===== config.mk =====
export PLATFORM = sky130hd
export DESIGN_NAME = ps2_host_tx
export DESIGN_NICKNAME = d
export VERILOG_FILES = /design/src/rtl/ps2_pkg.sv /design/src/rtl/ps2_line_sync.sv /design/src/rtl/ps2_host_tx.sv
export SDC_FILE = /design/constraint.sdc
export NUM_CORES = 1
export LEC_CHECK = 0
export CAP_MARGIN = 20
export CORE_MARGIN = 3
export CORE_UTILIZATION = 44
export DETAILED_ROUTE_END_ITERATION = 10
export PLACE_DENSITY = 0.73
export SYNTH_ARGS = -nofsm -noshare
export SYNTH_HDL_FRONTEND = slang
export SYNTH_HIERARCHICAL = 1
export SYNTH_SLANG_ARGS = --single-unit

===== constraint.sdc =====
create_clock -name clk -period 3 [get_ports clk]
set_input_delay 0.45 -clock clk [delete_from_list [all_inputs] [get_ports clk]]
set_output_delay 0.45 -clock clk [all_outputs]
set_load 0.02 [all_outputs]

===== src/rtl/ps2_pkg.sv =====
// ps2_pkg: shared definitions for the PS/2 host transmitter and receiver.
//   - ps2_state_t : host transmitter FSM states
//   - ERR_*       : err_code values reported with the error pulse
//   - CMD_*       : common host-to-keyboard command bytes
//   - KEY_*       : set-2 make codes for W/A/S/D, shared with the receiver
//   - odd_parity(): parity bit that makes the 9-bit {parity, byte} odd
package ps2_pkg;

    typedef enum logic [2:0] {
        IDLE      = 3'd0,
        INHIBIT   = 3'd1,
        REQ       = 3'd2,
        SEND      = 3'd3,
        ACK       = 3'd4,
        WAIT_IDLE = 3'd5
    } ps2_state_t;

    localparam logic [1:0] ERR_NONE    = 2'b00;
    localparam logic [1:0] ERR_TIMEOUT = 2'b01;
    localparam logic [1:0] ERR_NOACK   = 2'b10;

    localparam logic [7:0] CMD_SET_LEDS = 8'hED;
    localparam logic [7:0] CMD_ECHO     = 8'hEE;
    localparam logic [7:0] CMD_ENABLE   = 8'hF4;
    localparam logic [7:0] CMD_RESET    = 8'hFF;

    localparam logic [7:0] KEY_W = 8'h1D;
    localparam logic [7:0] KEY_A = 8'h1C;
    localparam logic [7:0] KEY_S = 8'h1B;
    localparam logic [7:0] KEY_D = 8'h23;

    function automatic logic odd_parity(input logic [7:0] data);
        return ~^data;
    endfunction

endpackage


===== src/rtl/ps2_line_sync.sv =====
// ps2_line_sync: brings one raw PS/2 line into the clk domain and flags
// falling edges of the synchronized level.
//   clk       in  system clock
//   reset     in  asynchronous, active-high
//   line_in   in  raw line level (asynchronous)
//   line_sync out synchronized line level
//   fall      out high for one cycle when line_sync goes 1 -> 0
module ps2_line_sync (
    input  logic clk,
    input  logic reset,
    input  logic line_in,
    output logic line_sync,
    output logic fall
);

    logic meta;
    logic sync;
    logic prev;

    // Flops reset to 1 (idle bus level) so leaving reset never fakes a fall.
    // NOTE: sequential state uses non-blocking (<=) so every flop samples the
    // pre-edge value of its neighbour; blocking here would collapse the chain.
    always_ff @(posedge clk or posedge reset) begin
        if (reset) begin
            meta <= 1'b1;
            sync <= 1'b1;
            prev <= 1'b1;
        end else begin
            meta <= line_in;
            sync <= meta;
            prev <= sync;
        end
    end

    assign line_sync = sync;
    assign fall      = prev & ~sync;

endmodule


===== src/rtl/ps2_host_tx.sv =====
// ps2_host_tx: host-to-device PS/2 transmitter. Sends one command byte to
// the keyboard using open-drain enables on the shared clock/data lines.
//   clk          in  system clock
//   reset        in  asynchronous, active-high
//   start        in  one-cycle request, accepted only in IDLE
//   cmd[7:0]     in  byte to send, captured when start is accepted
//   ps2_clk_in   in  raw ps2_clk line level
//   ps2_data_in  in  raw data line level
//   ps2_clk_oe   out 1 = pull ps2_clk low
//   ps2_data_oe  out 1 = pull data low
//   busy         out high from start acceptance until return to IDLE
//   done         out one-cycle pulse: ack received and bus idle again
//   error        out one-cycle pulse on failure
//   err_code[1:0]out cause of the last error, held until the next start
module ps2_host_tx
    import ps2_pkg::*;
#(
    parameter int unsigned INHIBIT_CYCLES       = 5000,
    parameter int unsigned FIRST_TIMEOUT_CYCLES = 750000,
    parameter int unsigned BIT_TIMEOUT_CYCLES   = 100000
) (
    input  logic       clk,
    input  logic       reset,
    input  logic       start,
    input  logic [7:0] cmd,
    input  logic       ps2_clk_in,
    input  logic       ps2_data_in,
    output logic       ps2_clk_oe,
    output logic       ps2_data_oe,
    output logic       busy,
    output logic       done,
    output logic       error,
    output logic [1:0] err_code
);

    localparam int WDOG_W = $clog2(FIRST_TIMEOUT_CYCLES + 1);
    localparam int INH_W  = $clog2(INHIBIT_CYCLES + 1);

    localparam logic [WDOG_W-1:0] FIRST_LOAD = WDOG_W'(FIRST_TIMEOUT_CYCLES);
    localparam logic [WDOG_W-1:0] BIT_LOAD   = WDOG_W'(BIT_TIMEOUT_CYCLES);
    localparam logic [WDOG_W-1:0] WDOG_ONE   = WDOG_W'(1);
    localparam logic [INH_W-1:0]  INH_LOAD   = INH_W'(INHIBIT_CYCLES - 1);
    localparam logic [INH_W-1:0]  INH_ONE    = INH_W'(1);

    ps2_state_t        state;
    logic [9:0]        shift;
    logic [3:0]        bit_cnt;
    logic [WDOG_W-1:0] wdog_cnt;
    logic [INH_W-1:0]  inh_cnt;

    logic clk_sync;
    logic clk_fall;
    logic data_sync;
    logic data_fall_unused;  // only the receiver cares about data edges
    logic wdog_expired;

    ps2_line_sync u_clk_sync (
        .clk       (clk),
        .reset     (reset),
        .line_in   (ps2_clk_in),
        .line_sync (clk_sync),
        .fall      (clk_fall)
    );

    ps2_line_sync u_data_sync (
        .clk       (clk),
        .reset     (reset),
        .line_in   (ps2_data_in),
        .line_sync (data_sync),
        .fall      (data_fall_unused)
    );

    // Loaded with N, the counter reaches 1 on the N-th cycle without a fall,
    // so error is raised N cycles after the load.
    assign wdog_expired = (wdog_cnt <= WDOG_ONE);

    always_ff @(posedge clk or posedge reset) begin
        if (reset) begin
            state       <= IDLE;
            shift       <= '0;
            bit_cnt     <= '0;
            wdog_cnt    <= '0;
            inh_cnt     <= '0;
            ps2_clk_oe  <= 1'b0;
            ps2_data_oe <= 1'b0;
            busy        <= 1'b0;
            done        <= 1'b0;
            error       <= 1'b0;
            err_code    <= ERR_NONE;
        end else begin
            done  <= 1'b0;
            error <= 1'b0;

            case (state)
                IDLE: begin
                    if (start) begin
                        shift      <= {1'b1, odd_parity(cmd), cmd};
                        busy       <= 1'b1;
                        err_code   <= ERR_NONE;
                        ps2_clk_oe <= 1'b1;
                        inh_cnt    <= INH_LOAD;
                        state      <= INHIBIT;
                    end
                end

                INHIBIT: begin
                    if (inh_cnt == '0) begin
                        ps2_data_oe <= 1'b1;  // start bit, clock still held
                        state       <= REQ;
                    end else begin
                        inh_cnt <= inh_cnt - INH_ONE;
                    end
                end

                REQ: begin
                    ps2_clk_oe <= 1'b0;
                    wdog_cnt   <= FIRST_LOAD;
                    bit_cnt    <= '0;
                    state      <= SEND;
                end

                SEND: begin
                    // A fall beats a simultaneous watchdog expiry.
                    if (clk_fall) begin
                        ps2_data_oe <= ~shift[0];
                        shift       <= {1'b0, shift[9:1]};
                        bit_cnt     <= bit_cnt + 4'd1;
                        wdog_cnt    <= BIT_LOAD;
                        if (bit_cnt == 4'd9) begin
                            state <= ACK;
                        end
                    end else if (wdog_expired) begin
                        ps2_clk_oe  <= 1'b0;
                        ps2_data_oe <= 1'b0;
                        busy        <= 1'b0;
                        error       <= 1'b1;
                        err_code    <= ERR_TIMEOUT;
                        state       <= IDLE;
                    end else begin
                        wdog_cnt <= wdog_cnt - WDOG_ONE;
                    end
                end

                ACK: begin
                    if (clk_fall) begin
                        wdog_cnt <= BIT_LOAD;
                        if (!data_sync) begin
                            state <= WAIT_IDLE;
                        end else begin
                            ps2_data_oe <= 1'b0;
                            busy        <= 1'b0;
                            error       <= 1'b1;
                            err_code    <= ERR_NOACK;
                            state       <= IDLE;
                        end
                    end else if (wdog_expired) begin
                        ps2_clk_oe  <= 1'b0;
                        ps2_data_oe <= 1'b0;
                        busy        <= 1'b0;
                        error       <= 1'b1;
                        err_code    <= ERR_TIMEOUT;
                        state       <= IDLE;
                    end else begin
                        wdog_cnt <= wdog_cnt - WDOG_ONE;
                    end
                end

                WAIT_IDLE: begin
                    if (clk_sync && data_sync) begin
                        busy  <= 1'b0;
                        done  <= 1'b1;
                        state <= IDLE;
                    end else if (wdog_expired) begin
                        ps2_clk_oe  <= 1'b0;
                        ps2_data_oe <= 1'b0;
                        busy        <= 1'b0;
                        error       <= 1'b1;
                        err_code    <= ERR_TIMEOUT;
                        state       <= IDLE;
                    end else begin
                        wdog_cnt <= wdog_cnt - WDOG_ONE;
                    end
                end

                default: begin
                    ps2_clk_oe  <= 1'b0;
                    ps2_data_oe <= 1'b0;
                    busy        <= 1'b0;
                    state       <= IDLE;
                end
            endcase
        end
    end

endmodule


==> summary.rpt, run 1 <==
PLACEMENT
--------------------------------------------------------------------------
Half-perimeter wire length after placement                         5630 um
Placed cells                                                           495
RePlAce Congestion                                                   0.885
IO buf count                                                            19
Worst slack, placed                                                 649 ps

ROUTING
--------------------------------------------------------------------------
Remaining design rule violation count                                    0
Final Routed Wirelength                                            7910 um
Routed via count divided by cell count                                5.88
Drt wl/cell                                                        15.4 um
Initial DRC count                                                      181
DR pass1 iterations                                                      4
Antenna Nets Post-Route                                                  0

JOB
--------------------------------------------------------------------------
OpenROAD warnings                                                       28
# Max-Cap Violations                                                     0

YOSYS
--------------------------------------------------------------------------
YS warnings                                                              6
Avg Inst Size Synth                                              9.24 um^2
Nets at Floorplan                                                      404
Post-synthesis instance area                                     3570 um^2
Post-Synthesis Cells                                                   386

WORST HOLD PATH
--------------------------------------------------------------------------
Hold path cells                                                          0
Min-Delay Startpoint                                          u_data_sync/meta
Min-Delay Path Class                                               reg2reg
Hold endpoint                                                 u_data_sync/line_sync

CRITICAL PATH
--------------------------------------------------------------------------
Worst-case register-to-register setup slack                         610 ps
Maximum fanout along the worst path                                     13
Worst endpoint data arrival time                                   2660 ps
Worst setup path category                                          reg2reg
Critical path startpoint                                          state[1]
Critical Path Start Type                                          register
Required time of the critical path                                 3280 ps
R2R Path End                                                   wdog_cnt[4]
FF-to-FF Start                                                    state[1]
R2R cell count                                                           5
Critical path endpoint category                                   register
Critical Path End                                              wdog_cnt[4]

TIMING
--------------------------------------------------------------------------
Final critical path time including I/O delays and setup            2390 ps
Headroom to the max-slew limit                                       0.499
Final max-slew violation count                                           0
Peak clock frequency supported by timing                           419 MHz
Pin slew with the least headroom to its limit                       751 ps
Hold Violations, Final                                                   0
Setup TNS                                                             0 ps
Final Cycle Share                                                    0.795
Worst Slack Setup Final                                             615 ps
Final setup violation count                                              0
Fin Clk Skew                                                       13.1 ps
Unrepaired setup endpoints after global routing                      false

FINAL LAYOUT
--------------------------------------------------------------------------
Finished Layout Cells                                                  512
Number of antenna repair diodes                                          0
Total area of sequential cells                                   1560 um^2
Number of nets in the final layout                                     423
Fraction of layout instances using a drive strength above 1          0.117
Commonest non-fill, non-tap cells in the layout               57 x sky130_fd_sc_hd__dfrtp_1, 42 x sky130_fd_sc_hd__nand2_1, 34 x sky130_fd_sc_hd__nor2_1, 22 x sky130_fd_sc_hd__o21ai_0
Most frequent logic cell in the layout                        sky130_fd_sc_hd__dfrtp_1
Layout filler cell count                                               717
Logic area                                                       1870 um^2
Area growth from synthesis to layout                                 14.1%

CLOCK NETWORK
--------------------------------------------------------------------------
Clock Tree Root                                               sky130_fd_sc_hd__clkbuf_8
Post-CTS Setup Inserts                                                   0
Maximum buffer depth of the clock tree                                   2
Depth of the CTS H-tree                                                  3
Clock transition at the registers of the reported paths              80 ps
TritonCTS Sinks                                                         62
Clock tree from TritonCTS                                              yes
Hold bufs inserted after CTS                                             0
Post-cts sizing count                                                    0

DIE
--------------------------------------------------------------------------
Top-level port count                                                    20
Die boundary width                                                 96.0 um
Initial standard-cell utilization of the core                        0.457
Chip Area                                                        9220 um^2
Floorplan die height                                               96.0 um
FP Rows                                                                 32
Core region area                                                 7810 um^2

POWER AND IR DROP
--------------------------------------------------------------------------
Leak pwr                                                           1.73 nW
Cell area power density                                        913 nW/um^2
Largest voltage drop on the vdd net                                 441 uV

GLOBAL ROUTE
--------------------------------------------------------------------------
Overall routing resource usage                                       0.188
Wire length of the first global-routing pass                      13500 um
Pin count of the biggest net entering global routing                    36
Vias in the first global route                                        2785
Initial antenna violation count                                          0
Remaining global-route overflow                                          0

RUN STATUS
--------------------------------------------------------------------------
Result of the run                                             finished clean

[run 1: worst max-delay path: stages (launching register included)]
cell	delay, ps
sky130_fd_sc_hd__dfrtp_1	510
sky130_fd_sc_hd__nor2b_1	500
sky130_fd_sc_hd__a21oi_1	330
sky130_fd_sc_hd__or4_1	490
sky130_fd_sc_hd__or4_1	410
sky130_fd_sc_hd__nand3_1	100
[run 1: metrics by stage]
step	power [mW]	hold WS, ps	util	instance area (um^2)
floorplan	2.53	345	-	3570
global placement	2.91	347	0.495	3860
detailed placement	2.95	350	0.495	3860
CTS	3.71	373	0.520	4060
global route	4.02	371	0.521	4070
finish	3.72	370	0.521	4070
[run 1: state kept, by name, summed over array words and instances (netlist names)]
signal                 count
bit_cnt                    4
busy                       1
done                       1
err_code                   2
error                      1
inh_cnt                   13
ps2_clk_oe                 1
ps2_data_oe                1
shift                     10
state                      3
u_clk_sync/line_sync       1
u_clk_sync/meta            1
u_clk_sync/prev            1
u_data_sync/line_sync      1
u_data_sync/meta           1
wdog_cnt                  20
[run 1: routing by layer]
layer,routed length (um),vias to the layer above,GRT usage
met5,0,-,0
met4,134,0,0.0746
met3,360,15,0.0321
met2,3660,71,0.280
met1,3760,1457,0.272
li1,-,1466,-
[run 1: layout make-up]
class                   instances  area share
clock buffers                  12      0.0381
repair buffers                 30      0.0670
clock inverters                 4      0.0111
inverters                      10     0.00922
well taps                     102      0.0314
multi-input cells             292       0.460
flip-flops and latches         62       0.383
[run 1: where the power goes]
part | switching [mW] | leakage [nW] | internal [mW] | total, mW
combinational | 0.923 | 0.870 | 0.651 | 1.57
clock | 0.324 | 0.106 | 0.425 | 0.749
sequential | 0.284 | 0.752 | 1.11 | 1.39
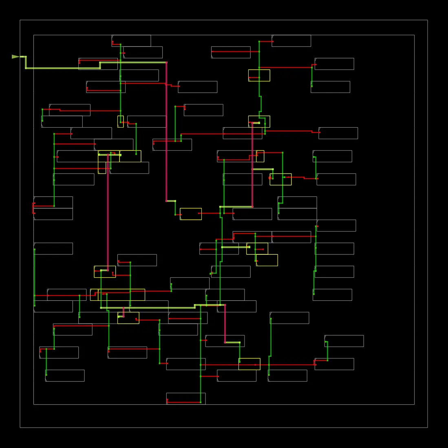
Run 1: clock routing
Seq cells: 62
P_clk: 749 uW
Worst-Skew Late Latency: 340 ps
number of clock buffers inserted by TritonCTS: 9
clk_buf instances: 12

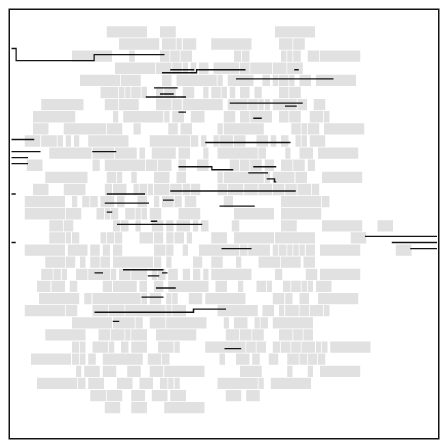
Run 1: signal wires on met3
share of all routed wire: 4.6%
main direction: horizontal
nets with wire on the layer: 32
longest straight run: 27.8 um
Vias: 3009
global routing met3 resource utilization: 0.0321

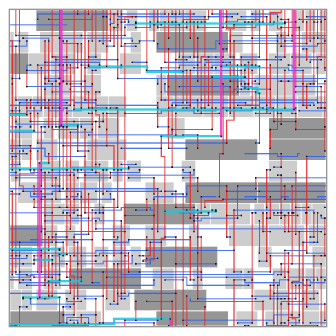
Run 1: layout detail
Window x 28 to 68, y 28 to 68 um. Cells in gray, sequential cells in the stronger gray; small squares are vias.
legend:
  metal 2:
    color: red
  metal 1:
    color: blue
  metal 4:
    color: magenta
  metal 3:
    color: cyan
sequential cells in the window: 14
cells with their middle in the window: 138
netlist names of flops here include: wdog_cnt (5), inh_cnt (4)
most frequent: nand2_1 (18), nor2_1 (16), dfrtp_1 (14)

## Run 2: what changed since run 1
- PLACE_DENSITY: 0.73 -> 0.75
- clock period: 3 -> 2.15 ns (I/O delays scaled with it)
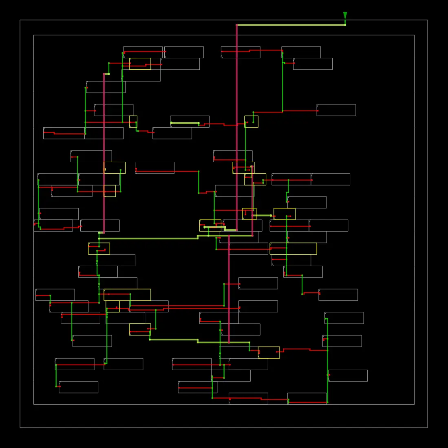
Run 2: clock routing
clk_buf instances: 9
P_clk: 1.17 mW
Fin Clk Skew: 10.7 ps

==> run 2 against run 1 <==
  * Die size did not move
  * Sequential share of layout area fell by 2.9 points
  * Synthesized area did not move
  * Register-to-register slack got worse by 540 ps
  * Global-route usage rose by 1.8 points
  * Synthesized cell count did not move
  * Critical path depth rose by 1
  * Core utilization rose by 4.3 points
  * Sequential power rose by 37%
  * First-iteration DRC count rose by 7.2%
==> summary.rpt, run 2 <==
CLOCK NETWORK
--------------------------------------------------------------------------
Depth of the CTS H-tree                                                  3
Number of clock buffers inserted by TritonCTS                            9
Clock Tree Root                                               sky130_fd_sc_hd__clkbuf_8
Maximum buffer depth of the clock tree                                   2
Clock tree from TritonCTS                                              yes

FINAL LAYOUT
--------------------------------------------------------------------------
Cell class ranked first by area                                logic gates
Total area of sequential cells                                   1560 um^2
Clock distribution area overhead in the final layout                0.0505
Signal buf overhead                                                  0.123
Commonest non-fill, non-tap cells in the layout               57 x sky130_fd_sc_hd__dfrtp_1, 44 x sky130_fd_sc_hd__buf_4, 41 x sky130_fd_sc_hd__nand2_1, 33 x sky130_fd_sc_hd__nor2_1, 20 x sky130_fd_sc_hd__o21ai_0
Inverters excl. clock                                                   10
Number of antenna repair diodes                                          0
MI comb cells                                                          292
Number of nets in the final layout                                     457
Final standard cell utilization of the core                          0.565
Fraction of layout instances using a drive strength above 1          0.212
Register fraction of the total cell area                             0.353
Top flop regs                                                 wdog_cnt x20, inh_cnt x13, shift x10
Number of flip-flops in the largest register                            20

TIMING
--------------------------------------------------------------------------
Final critical path time including I/O delays and setup            2080 ps
Final max-slew violation count                                           0
Final Cycle Share                                                    0.966
Final setup violation count                                              0
Pin slew with the least headroom to its limit                       637 ps
Hold Violations, Final                                                   0

PLACEMENT
--------------------------------------------------------------------------
Half-perimeter wire length after placement                         6020 um
IO buf count                                                            19

YOSYS
--------------------------------------------------------------------------
Avg Inst Size Synth                                              9.24 um^2
Post-synthesis instance area                                     3570 um^2
Post-Synthesis Cells                                                   386
YS warnings                                                              6

POWER AND IR DROP
--------------------------------------------------------------------------
Leak pwr                                                           1.92 nW
Power consumption                                                  5.70 mW

GLOBAL ROUTE
--------------------------------------------------------------------------
Pin count of the biggest net entering global routing                    58
Initial antenna violation count                                          0
Remaining global-route overflow                                          0

DIE
--------------------------------------------------------------------------
Number of well taps                                                    102
Top-level port count                                                    20
Core region area                                                 7810 um^2
Chip Area                                                        9220 um^2

JOB
--------------------------------------------------------------------------
# Max-Cap Violations                                                     0

CRITICAL PATH
--------------------------------------------------------------------------
Worst setup path category                                          reg2reg
Stage delay of the slowest cell on the critical path                570 ps

RUN STATUS
--------------------------------------------------------------------------
Result of the run                                             finished clean

WORST HOLD PATH
--------------------------------------------------------------------------
Min-Delay Path Class                                               reg2reg

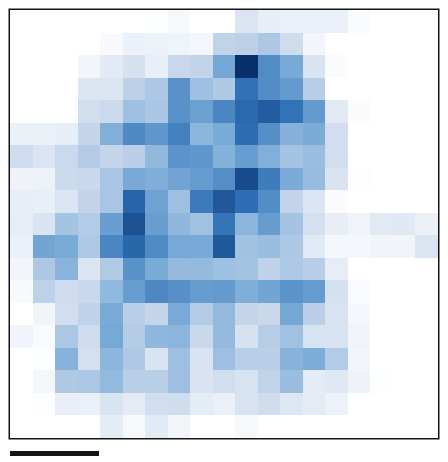
Run 2: signal metal coverage by tile
The bar under the picture is 20 um long. 19 x 19 tiles, from white (low) to dark blue (high), scaled to the fullest tile. Values are wire area over tile area, all layers added.
mean over tiles: 0.15
nearly empty tiles: 28%
densest ninth of the die: center
fullest tile: 0.65
Vias: 3280
drt wl/cell: 16.0 um

[run 2: cell count changes in the layout (fill, tap and decap cells not counted), sizes merged]
cell,previous run,this run
bufinv,1,2
clkinv,3,4
clkbuf,12,9
buf,11,45
clkinvlp,0,1
[run 2: final timing paths]
kind | from | slack, ps | end | depth (start not counted)
worst min register to register | u_clk_sync/meta | 360 | u_clk_sync/line_sync | 0
worst max register to register | wdog_cnt[11] | 70 | state[2] | 6
max in group asynchronous | reset | 1500 | done | 3
worst min-delay path | u_clk_sync/meta | 360 | u_clk_sync/line_sync | 0
min in group asynchronous | reset | 380 | u_data_sync/line_sync | 2
worst max-delay path | wdog_cnt[11] | 70 | state[2] | 6
[run 2: what timing repair did]
item,CTS,global route
setup buffers,0,2
pin swaps,0,3
endpoints found under the setup margin,3,16
resized,2,18
hold buffers,0,0
[run 2: worst max-delay path: cells and delay by family, from the launching register on]
family,cells,cell delay (ps)
and+or+nand+nor,4,1320
buffers and inverters,1,160
DFF,1,420
AOI/OAI and AO/OA,1,80
[run 2: power by group]
part | switching (mW) | leakage (nW) | internal, mW | total [mW]
clock | 0.511 | 0.109 | 0.656 | 1.17
combinational | 1.47 | 1.05 | 1.15 | 2.62
sequential | 0.369 | 0.752 | 1.55 | 1.91
total | 2.35 | 1.92 | 3.35 | 5.70
[run 2: through the flow]
step | area (um^2) | std cells | hold WS, ps
floorplan | 3570 | 386 | 234
global placement | 4120 | 528 | 346
detailed placement | 4120 | 528 | 349
CTS | 4350 | 544 | 359
global route | 4410 | 546 | 367
finish | 4410 | 546 | 360
[run 2: routing by layer]
layer  vias up  part of all wire  global-route usage
met3        16             0.058              0.0375
li1       1537                 -                   -
met1      1616              0.44               0.276
met2       111              0.48               0.322
met4         0             0.018              0.0960
met5         -                 0                   0
## Run 3: what changed since run 2
- CTS_CLUSTER_SIZE: not set -> 25
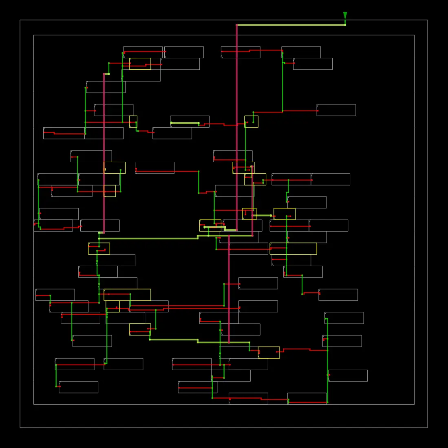
Run 3: clock routing
Worst-Skew Late Latency: 350 ps
TritonCTS Sinks: 62

==> run 3 against run 2 <==
  * Global-route usage did not move
  * Clock-buffer cell count did not move
  * Sequential power barely moved
  * Hold slack did not move
  * Synthesized area did not move
  * Design area did not move
  * Total power did not move
  * Register-to-register slack barely moved
  * Combinational power barely moved
  * Largest cell class unchanged
  * Highest routed layer unchanged
==> summary.rpt, run 3 <==
CLOCK NETWORK
--------------------------------------------------------------------------
Number of clock buffers inserted by TritonCTS                            9
Maximum buffer depth of the clock tree                                   2
Depth of the CTS H-tree                                                  3
Clock Tree Root                                               sky130_fd_sc_hd__clkbuf_8
Clock transition at the registers of the reported paths              80 ps

TIMING
--------------------------------------------------------------------------
Headroom to the max-slew limit                                       0.575
Worst slack on hold paths                                           360 ps
Final critical path time including I/O delays and setup            2080 ps
Final setup violation count                                              0
Final Cycle Share                                                    0.966
Pin slew with the least headroom to its limit                       637 ps
Peak clock frequency supported by timing                           481 MHz

POWER AND IR DROP
--------------------------------------------------------------------------
Switching component of the power                                   2.35 mW
Cell area power density                                       1290 nW/um^2
Combinational fraction of design power                               0.460
Seq pwr share                                                        0.336
Power consumption                                                  5.70 mW

YOSYS
--------------------------------------------------------------------------
Post-Synthesis Cells                                                   386
Nets at Floorplan                                                      404
Avg Inst Size Synth                                              9.24 um^2

JOB
--------------------------------------------------------------------------
# Max-Cap Violations                                                     0

ROUTING
--------------------------------------------------------------------------
Remaining design rule violation count                                    0
DR pass1 iterations                                                      5
Drt wl/cell                                                        16.0 um

DIE
--------------------------------------------------------------------------
FP Rows                                                                 32
Die boundary width                                                 96.0 um

FINAL LAYOUT
--------------------------------------------------------------------------
Top flop regs                                                 wdog_cnt x20, inh_cnt x13, shift x10
Final instance area                                              4410 um^2
Number of nets in the final layout                                     457
Biggest register                                                  wdog_cnt
Final standard cell utilization of the core                          0.565
Commonest non-fill, non-tap cells in the layout               57 x sky130_fd_sc_hd__dfrtp_1, 44 x sky130_fd_sc_hd__buf_4, 41 x sky130_fd_sc_hd__nand2_1, 33 x sky130_fd_sc_hd__nor2_1, 20 x sky130_fd_sc_hd__o21ai_0
Fraction of layout instances using a drive strength above 1          0.212
Number of flip-flops in the largest register                            20

GLOBAL ROUTE
--------------------------------------------------------------------------
Overall routing resource usage                                       0.206
Pin count of the biggest net entering global routing                    58
Initial antenna violation count                                          0
Remaining global-route overflow                                          0
Wire length of the first global-routing pass                      14700 um

CRITICAL PATH
--------------------------------------------------------------------------
Maximum fanout along the worst path                                      6
Cells along the critical path                                 or4_4, nor4_4, and2_4, buf_4, o21ai_0, and2_1
Critical Path Start Type                                          register
Stage delay of the slowest cell on the critical path                570 ps

PLACEMENT
--------------------------------------------------------------------------
Placed cells                                                           528
RePlAce Congestion                                                   0.872

RUN STATUS
--------------------------------------------------------------------------
Result of the run                                             finished clean

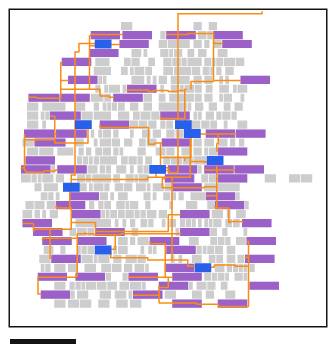
Run 3: routed clock nets over the placement
The bar under the picture is 20 um long.
legend:
  clock drivers:
    color: blue
    count: 9
  flip-flops:
    color: purple
    count: 62
  clock wires:
    color: orange
    length: 913 um
routed clock nets: 10
proportion of power drawn by the clock network: 0.205

[run 3: cell counts in the layout (fill, tap and decap cells not counted)]
No cell type changed its count.
[run 3: power by group through the flow]
stage	clock network, mW	logic, mW	registers, mW
detailed placement	0	2.51	1.90
finish	1.17	2.62	1.91
global route	1.23	2.90	1.97
CTS	1.18	2.53	1.89
floorplan	0	1.69	1.85
global placement	0	2.41	1.89
[run 3: worst register-to-register path, cell delays in order (launching register included)]
cell                      delay [ps]
sky130_fd_sc_hd__dfrtp_1         420
sky130_fd_sc_hd__or4_4           570
sky130_fd_sc_hd__nor4_4          330
sky130_fd_sc_hd__and2_4          250
sky130_fd_sc_hd__buf_4           160
sky130_fd_sc_hd__o21ai_0          80
sky130_fd_sc_hd__and2_1          170
[run 3: layer usage]
metal | wire, um | vias up
li1 | - | 1537
met1 | 3870 | 1616
met2 | 4210 | 111
met3 | 508 | 16
met4 | 160 | 0
met5 | 0 | -
[run 3: final cells by class]
type	instances	share of cell area
clock buffer	9	0.0281
clock inverter	7	0.0224
inverter	10	0.00851
multi-input combinational	292	0.436
sequential	62	0.353
tap	102	0.0289
timing repair buffer	64	0.123
[run 3: repair_timing]
| action | 4_1_cts | 5_1_grt |
|---|---|---|
| hold buffers | 0 | 0 |
| buffers inserted | 0 | 2 |
| gates cloned | 0 | 0 |
| pin swaps | 0 | 3 |
| endpoints found under the setup margin | 3 | 16 |
| resized | 2 | 18 |
[run 3: final timing paths]
kind | from | to | cells past startpoint
worst max-delay path | wdog_cnt[11] | state[2] | 6
worst min-delay path | u_clk_sync/meta | u_clk_sync/line_sync | 0
worst max register to register | wdog_cnt[11] | state[2] | 6
worst min register to register | u_clk_sync/meta | u_clk_sync/line_sync | 0
max in group asynchronous | reset | done | 3
min in group asynchronous | reset | u_data_sync/line_sync | 2
Power figures rest on the tool's default switching activity, not on a simulated workload.
